===== config.mk =====
export PLATFORM = sky130hd
export DESIGN_NAME = spi_controller
export DESIGN_NICKNAME = d
export VERILOG_FILES = /design/src/rtl/spi_pkg.sv /design/src/rtl/spi_ctrl_clkdiv.sv /design/src/rtl/spi_controller.sv
export SDC_FILE = /design/constraint.sdc
export NUM_CORES = 1
export LEC_CHECK = 0
export ABC_AREA = 1
export CELL_PAD_IN_SITES_DETAIL_PLACEMENT = 0
export CELL_PAD_IN_SITES_GLOBAL_PLACEMENT = 1
export CORE_MARGIN = 2
export CORE_UTILIZATION = 42
export DETAILED_ROUTE_END_ITERATION = 8
export MAX_ROUTING_LAYER = met4
export PLACE_DENSITY_LB_ADDON = 0.1
export SYNTH_ARGS = -nofsm -noshare
export SYNTH_HDL_FRONTEND = slang
export SYNTH_SLANG_ARGS = --single-unit

===== constraint.sdc =====
create_clock -name clk -period 1.7 [get_ports clk]
set_clock_uncertainty 0.05 [all_clocks]
set_input_delay 0.34 -clock clk [delete_from_list [all_inputs] [get_ports clk]]
set_output_delay 0.34 -clock clk [all_outputs]
set_load 0.02 [all_outputs]

===== src/rtl/spi_pkg.sv =====
// rtl/spi_pkg.sv - shared widths, register map and FSM state type for the SPI write initiator
package spi_pkg;

    localparam int FRAME_W = 16;
    localparam int ADDR_W  = 7;
    localparam int DATA_W  = 8;

    localparam logic [ADDR_W-1:0] EN_OUT_7_0  = 7'h00;
    localparam logic [ADDR_W-1:0] EN_OUT_15_8 = 7'h01;
    localparam logic [ADDR_W-1:0] EN_PWM_7_0  = 7'h02;
    localparam logic [ADDR_W-1:0] EN_PWM_15_8 = 7'h03;
    localparam logic [ADDR_W-1:0] PWM_DUTY    = 7'h04;

    typedef enum logic [2:0] {
        ST_IDLE,
        ST_SETUP,
        ST_SHIFT,
        ST_HOLD,
        ST_GAP
    } spi_state_e;

    // Write frame: leading 1 marks a write, then address, then data, MSB first.
    function automatic logic [FRAME_W-1:0] build_frame(input logic [ADDR_W-1:0] addr,
                                                       input logic [DATA_W-1:0] data);
        return {1'b1, addr, data};
    endfunction

endpackage


===== src/rtl/spi_ctrl_clkdiv.sv =====
// rtl/spi_ctrl_clkdiv.sv - SCLK half-period counter producing rise/fall tick strobes
module spi_ctrl_clkdiv #(
    parameter int CLK_DIV = 8
) (
    input  logic clk,
    input  logic rst_n,
    input  logic en_i,
    input  logic sclk_i,
    output logic rise_o,
    output logic fall_o
);

    localparam logic [7:0] DIV_LAST = 8'(CLK_DIV - 1);

    logic [7:0] cnt_q, cnt_d;
    logic       tick;

    assign tick = en_i && (cnt_q == DIV_LAST);

    // Counter is held at zero while disabled so every frame starts on a fresh half-period.
    always_comb begin
        cnt_d = cnt_q;
        if (!en_i || tick) begin
            cnt_d = '0;
        end else begin
            cnt_d = cnt_q + 8'd1;
        end
    end

    always_ff @(posedge clk or negedge rst_n) begin
        if (!rst_n) begin
            cnt_q <= '0;
        end else begin
            cnt_q <= cnt_d;
        end
    end

    assign rise_o = tick && !sclk_i;
    assign fall_o = tick &&  sclk_i;

endmodule


===== src/rtl/spi_controller.sv =====
// rtl/spi_controller.sv - SPI mode-0 initiator serialising single-byte register writes
module spi_controller
    import spi_pkg::*;
#(
    parameter int CLK_DIV = 8,
    parameter int CS_GAP  = 16
) (
    input  logic              clk,
    input  logic              rst_n,
    input  logic              req_valid,
    output logic              req_ready,
    input  logic [ADDR_W-1:0] req_addr,
    input  logic [DATA_W-1:0] req_data,
    output logic              ncs,
    output logic              sclk,
    output logic              copi,
    output logic              busy,
    output logic              done
);

    localparam logic [7:0] GAP_LAST  = 8'(CS_GAP - 1);
    localparam logic [4:0] LAST_EDGE = 5'(FRAME_W);

    spi_state_e         state_q, state_d;
    logic [FRAME_W-1:0] shift_q, shift_d;
    logic [4:0]         edge_cnt_q, edge_cnt_d;
    logic [7:0]         gap_cnt_q, gap_cnt_d;
    logic               ncs_q, ncs_d;
    logic               sclk_q, sclk_d;
    logic               copi_q, copi_d;
    logic               ready_q, ready_d;
    logic               busy_q, busy_d;
    logic               done_q, done_d;
    logic               div_en, rise_tick, fall_tick;

    assign div_en = (state_q == ST_SETUP) || (state_q == ST_SHIFT) || (state_q == ST_HOLD);

    spi_ctrl_clkdiv #(.CLK_DIV(CLK_DIV)) u_clkdiv (
        .clk    (clk),
        .rst_n  (rst_n),
        .en_i   (div_en),
        .sclk_i (sclk_q),
        .rise_o (rise_tick),
        .fall_o (fall_tick)
    );

    always_comb begin
        state_d    = state_q;
        shift_d    = shift_q;
        edge_cnt_d = edge_cnt_q;
        gap_cnt_d  = gap_cnt_q;
        ncs_d      = ncs_q;
        sclk_d     = sclk_q;
        copi_d     = copi_q;
        ready_d    = ready_q;
        busy_d     = busy_q;
        done_d     = 1'b0;
        case (state_q)
            ST_IDLE: begin
                if (req_valid && ready_q) begin
                    shift_d    = build_frame(req_addr, req_data);
                    copi_d     = 1'b1;
                    ncs_d      = 1'b0;
                    ready_d    = 1'b0;
                    busy_d     = 1'b1;
                    edge_cnt_d = '0;
                    state_d    = ST_SETUP;
                end
            end
            // Leaving SETUP is the first SCLK rise, so the edge count starts at one.
            ST_SETUP: begin
                if (rise_tick) begin
                    sclk_d     = 1'b1;
                    edge_cnt_d = 5'd1;
                    state_d    = ST_SHIFT;
                end
            end
            ST_SHIFT: begin
                if (rise_tick) begin
                    sclk_d     = 1'b1;
                    edge_cnt_d = edge_cnt_q + 5'd1;
                end else if (fall_tick) begin
                    sclk_d = 1'b0;
                    if (edge_cnt_q == LAST_EDGE) begin
                        state_d = ST_HOLD;
                    end else begin
                        shift_d = {shift_q[FRAME_W-2:0], 1'b0};
                        copi_d  = shift_q[FRAME_W-2];
                    end
                end
            end
            // In HOLD sclk is low, so the divider's next tick arrives as a rise strobe.
            ST_HOLD: begin
                if (rise_tick) begin
                    ncs_d     = 1'b1;
                    copi_d    = 1'b0;
                    done_d    = 1'b1;
                    gap_cnt_d = '0;
                    state_d   = ST_GAP;
                end
            end
            ST_GAP: begin
                if (gap_cnt_q == GAP_LAST) begin
                    gap_cnt_d = '0;
                    ready_d   = 1'b1;
                    busy_d    = 1'b0;
                    state_d   = ST_IDLE;
                end else begin
                    gap_cnt_d = gap_cnt_q + 8'd1;
                end
            end
            default: state_d = ST_IDLE;
        endcase
    end

    always_ff @(posedge clk or negedge rst_n) begin
        if (!rst_n) begin
            state_q    <= ST_IDLE;
            shift_q    <= '0;
            edge_cnt_q <= '0;
            gap_cnt_q  <= '0;
            ncs_q      <= 1'b1;
            sclk_q     <= 1'b0;
            copi_q     <= 1'b0;
            ready_q    <= 1'b1;
            busy_q     <= 1'b0;
            done_q     <= 1'b0;
        end else begin
            state_q    <= state_d;
            shift_q    <= shift_d;
            edge_cnt_q <= edge_cnt_d;
            gap_cnt_q  <= gap_cnt_d;
            ncs_q      <= ncs_d;
            sclk_q     <= sclk_d;
            copi_q     <= copi_d;
            ready_q    <= ready_d;
            busy_q     <= busy_d;
            done_q     <= done_d;
        end
    end

    assign req_ready = ready_q;
    assign ncs       = ncs_q;
    assign sclk      = sclk_q;
    assign copi      = copi_q;
    assign busy      = busy_q;
    assign done      = done_q;

endmodule


Fig. 1: run 1, cell classes on the final placement
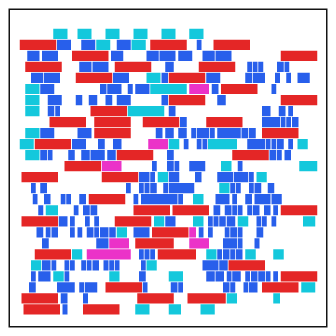
registers -> red  # cells 45, share of their area 38%
remaining buffers and delay cells -> cyan  # cells 47, share of their area 15%
clock drivers and dummy loads -> magenta  # cells 7, share of their area 3.5%
remaining logic cells -> blue  # cells 217, share of their area 43%
core area: 5205 um2
flop share of the area: 0.3713
final core utilization: 0.5846
standard-cell row count: 26

Fig. 2: run 1, ports around the boundary
Pins as bars across the die edge, other pins in grey.
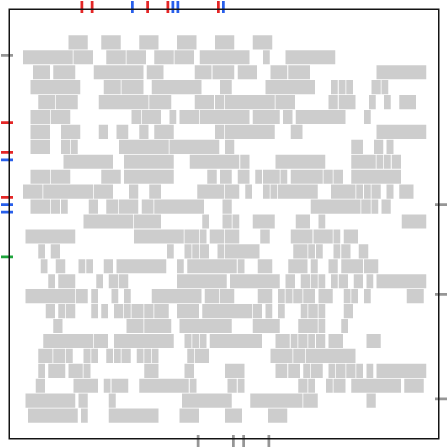
ncs -> green  # pins 1, direction output, edge left
req_data -> red  # pins 8, direction input, edge 5 top, 3 left
req_addr -> blue  # pins 7, direction input, edge 4 top, 3 left
all pins by edge = 9 top, 8 left, 4 bottom, 3 right
Die X: 77.98 um
buffers added on ports: 23
die extent in y: 77.98 um

Fig. 3: run 1, routed clock nets over the placement
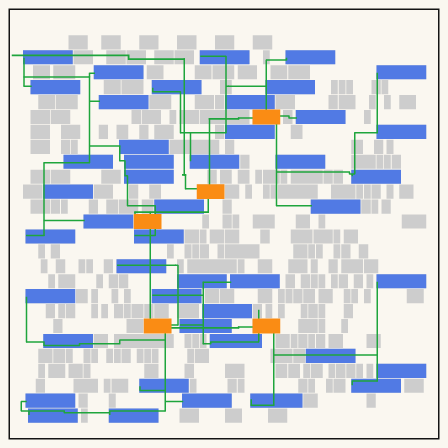
flip-flops -> blue  # count 45
clock wires -> green  # length 600 um
clock-net drivers -> orange  # count 5
flops lie = spread over the die

Fig. 4: run 1, metal layers overlaid
Only two layers are drawn.
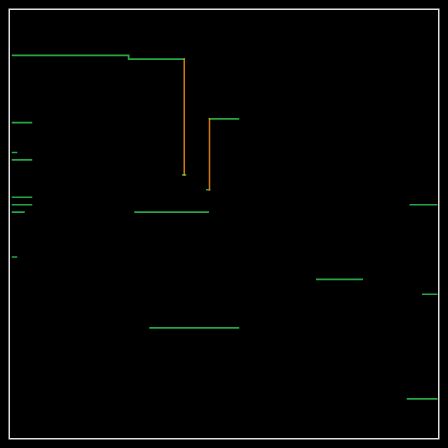
M4 -> orange  # wire length 34.0 um
M3 -> green  # wire length 105 um

==> reports/summary.txt, run 1 <==
critical path launch point type -> register
cycle use final -> 1.014
initial antenna violation count -> 0
Yosys Instances -> 267
DP Cell Count -> 371
worst path arrival time -> 1.86 ns
Post-Syn Area per Cell -> 8.608 um2
Ports -> 24
fp util -> 0.4416
Max transition margin -> 0.7470
first-pass GRT wire length -> 8321 um
hpwl dp -> 3591 um
die footprint -> 6080 um2
setup violators final -> 6
final-stage net count -> 338
most common logic cells in the final layout -> nand2_1 (46), dfrtp_1 (42), inv_1 (24)
Crit Path Max Fanout -> 15
FMAX -> 580.1 MHz
Hold/Removal Path Class -> input port to asynchronous set/reset pin
Pre-antenna DRT Iters -> 4
yosys warns -> 0
crit path DRT -> 1.83 ns
Final ANT Viol Nets -> 0
routed vias -> 1927
pre-CTS WS -> 0.0006283 ns
Main area contributors -> dfrtp_1 (47%), nand2_1 (9.8%), mux2i_1 (6.1%), inv_1 (3.9%), nand3_1 (3.7%)
min cycle time layout -> 1.724 ns
gp weighted congestion -> 0.8798
clk ins delay skew pair -> 0.30 ns
Max-area cell share -> 0.4682
# Max-Cap Violations -> 0
sequential element share of the synthesized area -> 0.4910
setup_tns -> -0.07876 ns
largest net degree at the start of global routing -> 31
Initial DRC Count -> 77
Final WS setup -> -0.02376 ns
H-tree depth -> 2
CTS tree -> done
Total GRT Usage -> 0.1783
Log Warnings -> 28
Cell Type Count -> 29
placed cell area -> 2710 um2
Worst VDD drop -> 0.6715 mV
Synth area leader -> dfrtp_1
grt total ovfl -> 0
Slew Viols, Final -> 0
Root Driver -> clkbuf_8
RSZ-0062 raised after global routing -> yes
Mapped Area -> 2298 um2
fraction of layout instances using a drive strength above 1 -> 0.2278
FILL cells -> 497
top_reg_cell synth -> dfrtp_1
CTS buffer count -> 5
ys flops -> 45
fin area -> 3043 um2
Clock Sink Count -> 45
clk buf depth -> 2
slew of the pin with the lowest slew margin -> 0.3795 ns
PwrDens -> 1562 nW/um2
Post-synth EDFFs -> 0
Cells after Synth -> 267
Final Non-Filler Cells -> 386
vias in the first global route -> 1786
kind of critical path -> register to register
Clock transition at path regs -> 0.08 ns
Synth async-reset ratio -> 1.000
Leak -> 0.001501 uW
failing checks -> setup timing
DRC -> 0
YS chip area -> 2298 um2
number of diodes -> 0
vias per std cell -> 4.992
most numerous logic cell after layout -> nand2_1
Avg WL per Cell -> 13.12 um
status -> finished, violations left
Synthesized Nets -> 289
Worst Setup End Kind -> register
Area growth syn-to-layout -> 32.39%
final WL -> 5066 um
==> run 1: per-stage QoR <==
stage	total power (uW)	hold WS (ns)
after global routing	5107	0.4182
after global placement	3432	0.1804
after detailed placement	3466	0.1783
after floorplan	2876	-0.005591
after CTS	4252	0.4039
final	4754	0.4019
==> run 1: worst paths after layout <==
check / from / end / slack (ns) / depth (start not counted)
max in group asynchronous: rst_n / shift_q[12] / 0.64 / 3
worst min register to register: ncs / ncs / 0.43 / 2
worst min-delay path: rst_n / gap_cnt_q[6] / 0.40 / 2
min in group clk: ncs / ncs / 0.43 / 2
worst max register to register: u_clkdiv.cnt_q[0] / shift_q[6] / -0.02 / 9
worst max-delay path: u_clkdiv.cnt_q[0] / shift_q[6] / -0.02 / 9
==> run 1: worst max-delay path: stages, from the launching register on <==
cell	delay (ns)
dfrtp_1	0.40
ha_4	0.17
nand3_4	0.09
nor2_4	0.18
nand3_2	0.13
a21oi_4	0.20
nand2_4	0.10
clkbuf_16	0.19
nand2_1	0.06
o21ai_1	0.05
==> run 1: synth_stat cells (3+ instances only) <==
cell type   n
a21oi_1     9
buf_2       3
dfrtp_1    43
ha_1        4
inv_1      24
inv_2       3
mux2i_1    14
nand2_1    60
nand3_1    17
nand4_1     4
nor2_1     22
nor3_1      5
nor3b_1     3
o21ai_0    17
o21ai_1    12
o21ai_2     6
xor2_1      4
==> run 1: where the power goes <==
group,internal (uW),switching [uW]
combinational,1030,1240
clock,428,358
sequential,1410,291
total,2860,1890
==> run 1: timing repair <==
item	CTS	global route
endpoints found under the hold margin	8	0
pin swaps	1	2
buffers inserted	0	5
hold buffers	1	0
cloned	0	2
gates resized	3	35
setup endpoints to repair	12	29
==> run 1: sequential cells by signal, summed over array words and instances (netlist names) <==
signal and flops:
busy 1, copi 1, done 1, edge_cnt_q 5, gap_cnt_q 8, ncs 1
req_ready 1, sclk 1, shift_q 15, state_q 3, u_clkdiv.cnt_q 8
==> run 1: cells by family after synthesis <==
kind of cell	share of synthesized area
and+or+nand+nor	0.2330
DFF	0.4910
AOI/OAI and AO/OA	0.1192
xor gates and xnor gates	0.01524
buffers and inverters	0.05879
muxes	0.06097
adders and majority gates	0.02178
==> run 1: layer usage <==
layer	up-vias	part of all wire	GRT usage	wire length [um]
met5	-	0	-	0
met4	0	0.0067	0.05263	34
met3	4	0.021	0.03488	105
met2	20	0.49	0.2784	2472
met1	922	0.48	0.2373	2454
li1	981	-	-	-
==> run 1: cell type report <==
class / count / area (um2) / area share
multi-input cells: 190 / 1166 / 0.3832
well taps: 70 / 87.58 / 0.02878
clock buffers: 5 / 68.82 / 0.02262
flip-flops and latches: 45 / 1130 / 0.3713
clock inverters: 2 / 35.03 / 0.01151
inverters: 27 / 101.3 / 0.03331
repair buffers: 47 / 454.2 / 0.1493
--- run 2 (diff from run 1) ---
--- a/config.mk
+++ b/config.mk
@@ -11,7 +11,6 @@
 export CORE_MARGIN = 2
 export CORE_UTILIZATION = 42
 export DETAILED_ROUTE_END_ITERATION = 8
-export MAX_ROUTING_LAYER = met4
 export PLACE_DENSITY_LB_ADDON = 0.1
 export SYNTH_ARGS = -nofsm -noshare
 export SYNTH_HDL_FRONTEND = slang
Fig. 5: run 2, routing congestion
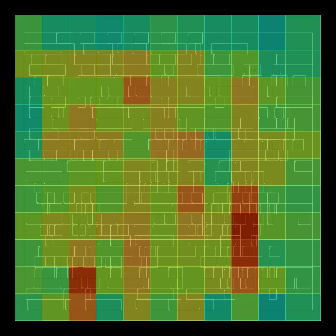
GRT Max-Usage Layer: met2
met1 Usage GRT: 0.2373

==> run 2 against run 1 <==
  * The flow still finishes with violations (setup timing)
  * Utilization unchanged
  * Hold slack better by 0.0016 ns
  * Die size unchanged
  * Power about the same
  * First-iteration DRC count up 1.3%
  * Setup slack better by 0.00086 ns
  * Count of clock-buffer cells in the layout unchanged
  * Sequential power about the same
  * Fmax about the same
  * Sequential share of layout area unchanged
  * Synthesized cell count unchanged
  * Non-clock buffer count unchanged
  * Critical path type unchanged
  * Largest power group unchanged
==> reports/summary.txt, run 2 <==
status -> finished, violations left
failing checks -> setup timing
die extent in y -> 77.98 um
Worst VDD drop -> 0.6717 mV
yosys warns -> 0
# Max-Cap Violations -> 0
Die X -> 77.98 um
Max-area cell share -> 0.4682
Avg WL per Cell -> 13.11 um
FILL cells -> 497
min cycle time layout -> 1.723 ns
final-stage net count -> 338
YS chip area -> 2298 um2
Leak -> 0.001501 uW
slew of the pin with the lowest slew margin -> 0.3788 ns
gp weighted congestion -> 0.8658
Worst Setup End Kind -> register
CP peak stage delay -> 0.40 ns
number of diodes -> 0
PwrDens -> 1563 nW/um2
H-tree depth -> 2
top_reg_cell synth -> dfrtp_1
Log Warnings -> 28
most numerous logic cell after layout -> nand2_1
setup_tns -> -0.07235 ns
most common logic cells in the final layout -> nand2_1 (46), dfrtp_1 (42), inv_1 (24)
Crit Path Max Fanout -> 15
critical path launch point type -> register
cell chain of the critical path -> ha_4 > nand3_4 > nor2_4 > nand3_2 > a21oi_4 > nand2_4 > clkbuf_16 > nand2_1 > o21ai_1
Initial DRC Count -> 78
fraction of layout instances using a drive strength above 1 -> 0.2278
Final WS setup -> -0.02289 ns
first-pass GRT wire length -> 8328 um
Flop pwr share -> 0.357
clk ins delay skew pair -> 0.30 ns
Cell Type Count -> 29
vias in the first global route -> 1783
FF-to-FF setup slack -> -0.02 ns
buffers added on ports -> 23
flip-flop count of the largest register after layout -> 15
worst path arrival time -> 1.86 ns
Post-synth EDFFs -> 0
clk buf depth -> 2
core area -> 5205 um2
kind of critical path -> register to register
ys flops -> 45
Critical R2R Launch -> u_clkdiv.cnt_q[0]
final core utilization -> 0.5846
Net Sw Power -> 1893 uW
P_int -> 2862 uW
reg2reg path depth -> 9
Post-synth top cells -> nand2_1 (60), dfrtp_1 (43), inv_1 (24)
setup violators final -> 6
Cells after Synth -> 267
final WL -> 5061 um
Ports -> 24
Clock Sink Count -> 45
die footprint -> 6080 um2
pre-CTS WS -> 0.0006283 ns
Main area contributors -> dfrtp_1 (47%), nand2_1 (9.8%), mux2i_1 (6.1%), inv_1 (3.9%), nand3_1 (3.7%)
Largest Register -> shift_q
most frequent cell after synthesis -> nand2_1
CTS buffer count -> 5
Hold WS -> 0.4034 ns
Clock transition at path regs -> 0.08 ns
Synth async-reset ratio -> 1.000
Max transition margin -> 0.7474
Tot Pwr -> 4755 uW
CTS tree -> done
standard-cell row count -> 26
Final ANT Viol Nets -> 0
Clk pwr share -> 0.165
Pre-antenna DRT Iters -> 4
routed vias -> 1935
-- run 2: logic make-up (layout without fill, tap and decap cells) --
group                    count (synthesis)  in the layout  share of synthesized area
buffers and inverters                   32             81                    0.05879
multiplexers                            14             14                    0.06097
AND/OR/NAND/NOR                        120            120                     0.2330
adder cells (fa/ha/maj)                  4              4                    0.02178
flip-flops                              45             45                     0.4910
XOR/XNOR                                 4              4                    0.01524
AND-OR/OR-AND                           48             48                     0.1192
-- run 2: worst max path at each step --
stage | startpoint | to | slack [ns] | cells past startpoint
detailed placement | u_clkdiv.cnt_q[1] | shift_q[12] | 0.0006 | 9
finish | u_clkdiv.cnt_q[0] | shift_q[6] | -0.02 | 9
global placement | req_valid | shift_q[5] | 0.02 | 7
global route | u_clkdiv.cnt_q[0] | shift_q[6] | -0.1 | 9
floorplan | u_clkdiv.cnt_q[0] | shift_q[10] | 0.11 | 9
CTS | u_clkdiv.cnt_q[1] | shift_q[10] | 0.009 | 9
-- run 2: stage by stage --
step	cell area, um2	instances
2_1_floorplan	2298	267
3_3_place_gp	2710	371
3_5_place_dp	2710	371
4_1_cts	2820	379
5_1_grt	3043	386
6_report	3043	386
-- run 2: layer usage --
layer	GRT usage	share of wire
met2	0.2784	0.48
met3	0.03488	0.027
met4	0.05263	0.0067
met5	0	0
met1	0.2373	0.48
-- run 2: what timing repair did --
| action | CTS | global route |
|---|---|---|
| setup endpoints to repair | 12 | 29 |
| pin swaps | 1 | 2 |
| gates cloned | 0 | 2 |
| gates resized | 3 | 35 |
| hold buffers | 1 | 0 |
| buffers inserted | 0 | 5 |
| hold endpoints to repair | 8 | 0 |
-- run 2: critical path, delay by kind of cell, from the launching register on --
family	cells	cell delay, ns
AND/OR/NAND/NOR	5	0.55
flip-flops	1	0.40
adder cells (fa/ha/maj)	1	0.17
buffers and inverters	1	0.19
AND-OR/OR-AND	2	0.25
-- run 2: power groups by stage --
stage	sequential (uW)	combinational, uW	clock (uW)
2_1_floorplan	1640	1230	0
3_3_place_gp	1650	1780	0
3_5_place_dp	1650	1820	0
4_1_cts	1640	1800	816
5_1_grt	1740	2500	864
6_report	1700	2270	785
-- run 2: layout make-up --
type                       instances  area [um2]  area share
clock buffer                       5       68.82     0.02262
clock inverter                     2       35.03     0.01151
inverter                          27       101.3     0.03331
multi-input combinational        190        1166      0.3832
sequential                        45        1130      0.3713
tap                               70       87.58     0.02878
timing repair buffer              47       454.2      0.1493
--- run 3 (diff from run 2) ---
==> constraint.sdc (replaced) <==
create_clock -name clk -period 1.7 [get_ports clk]
set_clock_uncertainty 0.05 [all_clocks]
set_input_delay 0.17 -clock clk [delete_from_list [all_inputs] [get_ports clk]]
set_output_delay 0.17 -clock clk [all_outputs]
set_load 0.02 [all_outputs]
Fig. 6: run 3, routing congestion
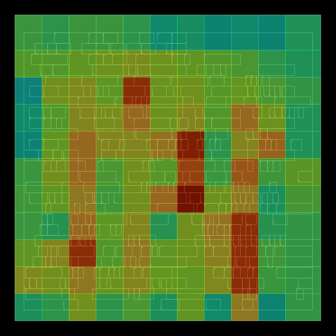
Total GRT Usage: 0.1647
met1 Usage GRT: 0.2314
M2 GR Usage: 0.2526
GR Layer Usage met3: 0.03605
Avg WL per Cell: 13.01 um

==> run 3 against run 2 <==
  * The flow still finishes with violations (setup timing)
  * Largest cell class unchanged
  * Non-clock buffer count decreased by 1
  * Count of clock-buffer cells in the layout increased by 1
  * Combinational power decreased by 2%
  * Utilization decreased by 0.43 points
  * Routed wire length decreased by 0.75%
  * Fmax increased by 0.29%
  * Synthesized cell count unchanged
  * Global-route usage decreased by 0.88 points
  * First-iteration DRC count decreased by 26%
  * Die size unchanged
  * Synthesized area unchanged
==> reports/summary.txt, run 3 <==
Mapped Area -> 2298 um2
Worst VDD drop -> 0.7221 mV
flip-flop count of the largest register after layout -> 15
RSZ-0062 raised after global routing -> yes
hpwl dp -> 3402 um
sequential element share of the synthesized area -> 0.4910
Largest Register -> shift_q
ys flops -> 45
grt total ovfl -> 0
DRC -> 0
fp util -> 0.4416
switching part of the total -> 0.4015
kind of critical path -> register to register
Root Driver -> clkbuf_8
Die X -> 77.98 um
Max-area cell share -> 0.4682
Area growth syn-to-layout -> 31.41%
critical path launch point type -> register
YS chip area -> 2298 um2
Log Warnings -> 28
final WL -> 5023 um
core area -> 5205 um2
most numerous logic cell after layout -> nand2_1
failing checks -> setup timing
Slew Viols, Final -> 0
Ports -> 24
number of diodes -> 0
Max transition margin -> 0.6657
Yosys Instances -> 267
Regs by FF count -> shift_q (15), gap_cnt_q (8), u_clkdiv.cnt_q (8)
FMAX -> 582.1 MHz
setup violators final -> 5
setup_tns -> -0.03479 ns
H-tree depth -> 2
pre-CTS WS -> -0.006425 ns
Main area contributors -> dfrtp_1 (47%), nand2_1 (9.8%), mux2i_1 (6.1%), inv_1 (3.9%), nand3_1 (3.7%)
Hold/Removal Path Class -> input port to asynchronous set/reset pin
PwrDens -> 1523 nW/um2
Crit Path Max Fanout -> 7
P_int -> 2752 uW
Worst Setup SP -> u_clkdiv.cnt_q[1]
Flop pwr share -> 0.363
Hold WS -> 0.3128 ns
Synth async-reset ratio -> 1.000
die footprint -> 6080 um2
Final ANT Viol Nets -> 0
most frequent cell after synthesis -> nand2_1
buffers added on ports -> 23
top_reg_cell synth -> dfrtp_1
standard-cell row count -> 26
Critical R2R Launch -> u_clkdiv.cnt_q[1]
clk ins delay skew pair -> 0.30 ns
status -> finished, violations left
CTS tree -> done
Clock transition at path regs -> 0.09 ns
Post-synth top cells -> nand2_1 (60), dfrtp_1 (43), inv_1 (24)
most common logic cells in the final layout -> nand2_1 (49), dfrtp_1 (41), inv_1 (24)
Leak -> 0.001485 uW
cycle use final -> 1.011
placed cell area -> 2723 um2
die extent in y -> 77.98 um
CTS buffer count -> 5
FILL cells -> 478
Clk pwr share -> 0.155
largest net degree at the start of global routing -> 31
# Max-Cap Violations -> 0
Post-synth EDFFs -> 0
routed vias -> 1941
crit path DRT -> 1.84 ns
fin area -> 3020 um2
slew of the pin with the lowest slew margin -> 0.5014 ns
initial antenna violation count -> 0
reg2reg path depth -> 9
vias in the first global route -> 1707
Final WS setup -> -0.01798 ns
Reg area -> 1131 um2
yosys warns -> 0
first-pass GRT wire length -> 7976 um
-- run 3: cell families after synthesis --
group,share of synthesized area
adder cells (fa/ha/maj),0.02178
XOR/XNOR,0.01524
multiplexers,0.06097
flip-flops,0.4910
AND-OR/OR-AND,0.1192
buffers and inverters,0.05879
AND/OR/NAND/NOR,0.2330
-- run 3: metrics by stage --
stage,std cells,total power (uW)
floorplan,267,2876
global placement,371,3437
detailed placement,371,3461
CTS,380,4182
global route,386,4958
finish,386,4599
-- run 3: power groups by stage --
stage                     clock [uW]  sequential (uW)  combinational, uW
after global routing             784             1710               2460
after detailed placement           0             1640               1820
after floorplan                    0             1640               1230
after global placement             0             1640               1800
after CTS                        726             1630               1830
final                            712             1670               2220
-- run 3: cell type report --
type / count / area share
Tap cell: 70 / 0.02900
Clock inverter: 2 / 0.004557
Sequential cell: 45 / 0.3745
Clock buffer: 6 / 0.02734
Timing Repair Buffer: 46 / 0.1553
Inverter: 27 / 0.03438
Multi-Input combinational cell: 190 / 0.3749
-- run 3: worst max path at each step --
stage / end / slack (ns) / cells after the start
2_1_floorplan: shift_q[10] / 0.11 / 9
3_3_place_gp: shift_q[3] / 0.05 / 9
3_5_place_dp: shift_q[1] / -0.006 / 9
4_1_cts: shift_q[2] / 0.002 / 9
5_1_grt: shift_q[12] / -0.14 / 9
6_report: shift_q[12] / -0.02 / 9
-- run 3: critical path: stages, from the launching register on --
cell,delay (ns)
dfrtp_1,0.40
ha_4,0.17
nand3_4,0.09
nor2_4,0.16
nand3_2,0.12
a21oi_4,0.20
nand2_4,0.11
clkbuf_16,0.18
nand2_1,0.06
o21ai_1,0.06
-- run 3: what timing repair did --
| item | CTS | global route |
|---|---|---|
| gates resized | 1 | 28 |
| hold buffers | 1 | 0 |
| endpoints found under the setup margin | 15 | 27 |
| gates cloned | 0 | 3 |
| endpoints found under the hold margin | 19 | 0 |
| setup buffers | 0 | 3 |
| pin swaps | 1 | 4 |
-- run 3: routing by layer --
layer / global-route usage / part of all wire / up-vias
li1: - / - / 986
met1: 0.2314 / 0.51 / 922
met2: 0.2526 / 0.46 / 26
met3: 0.03605 / 0.026 / 7
met4: 0.05439 / 0.011 / 0
met5: 0 / 0 / -
No activity file was given, so power comes from the tool's default toggle rates.
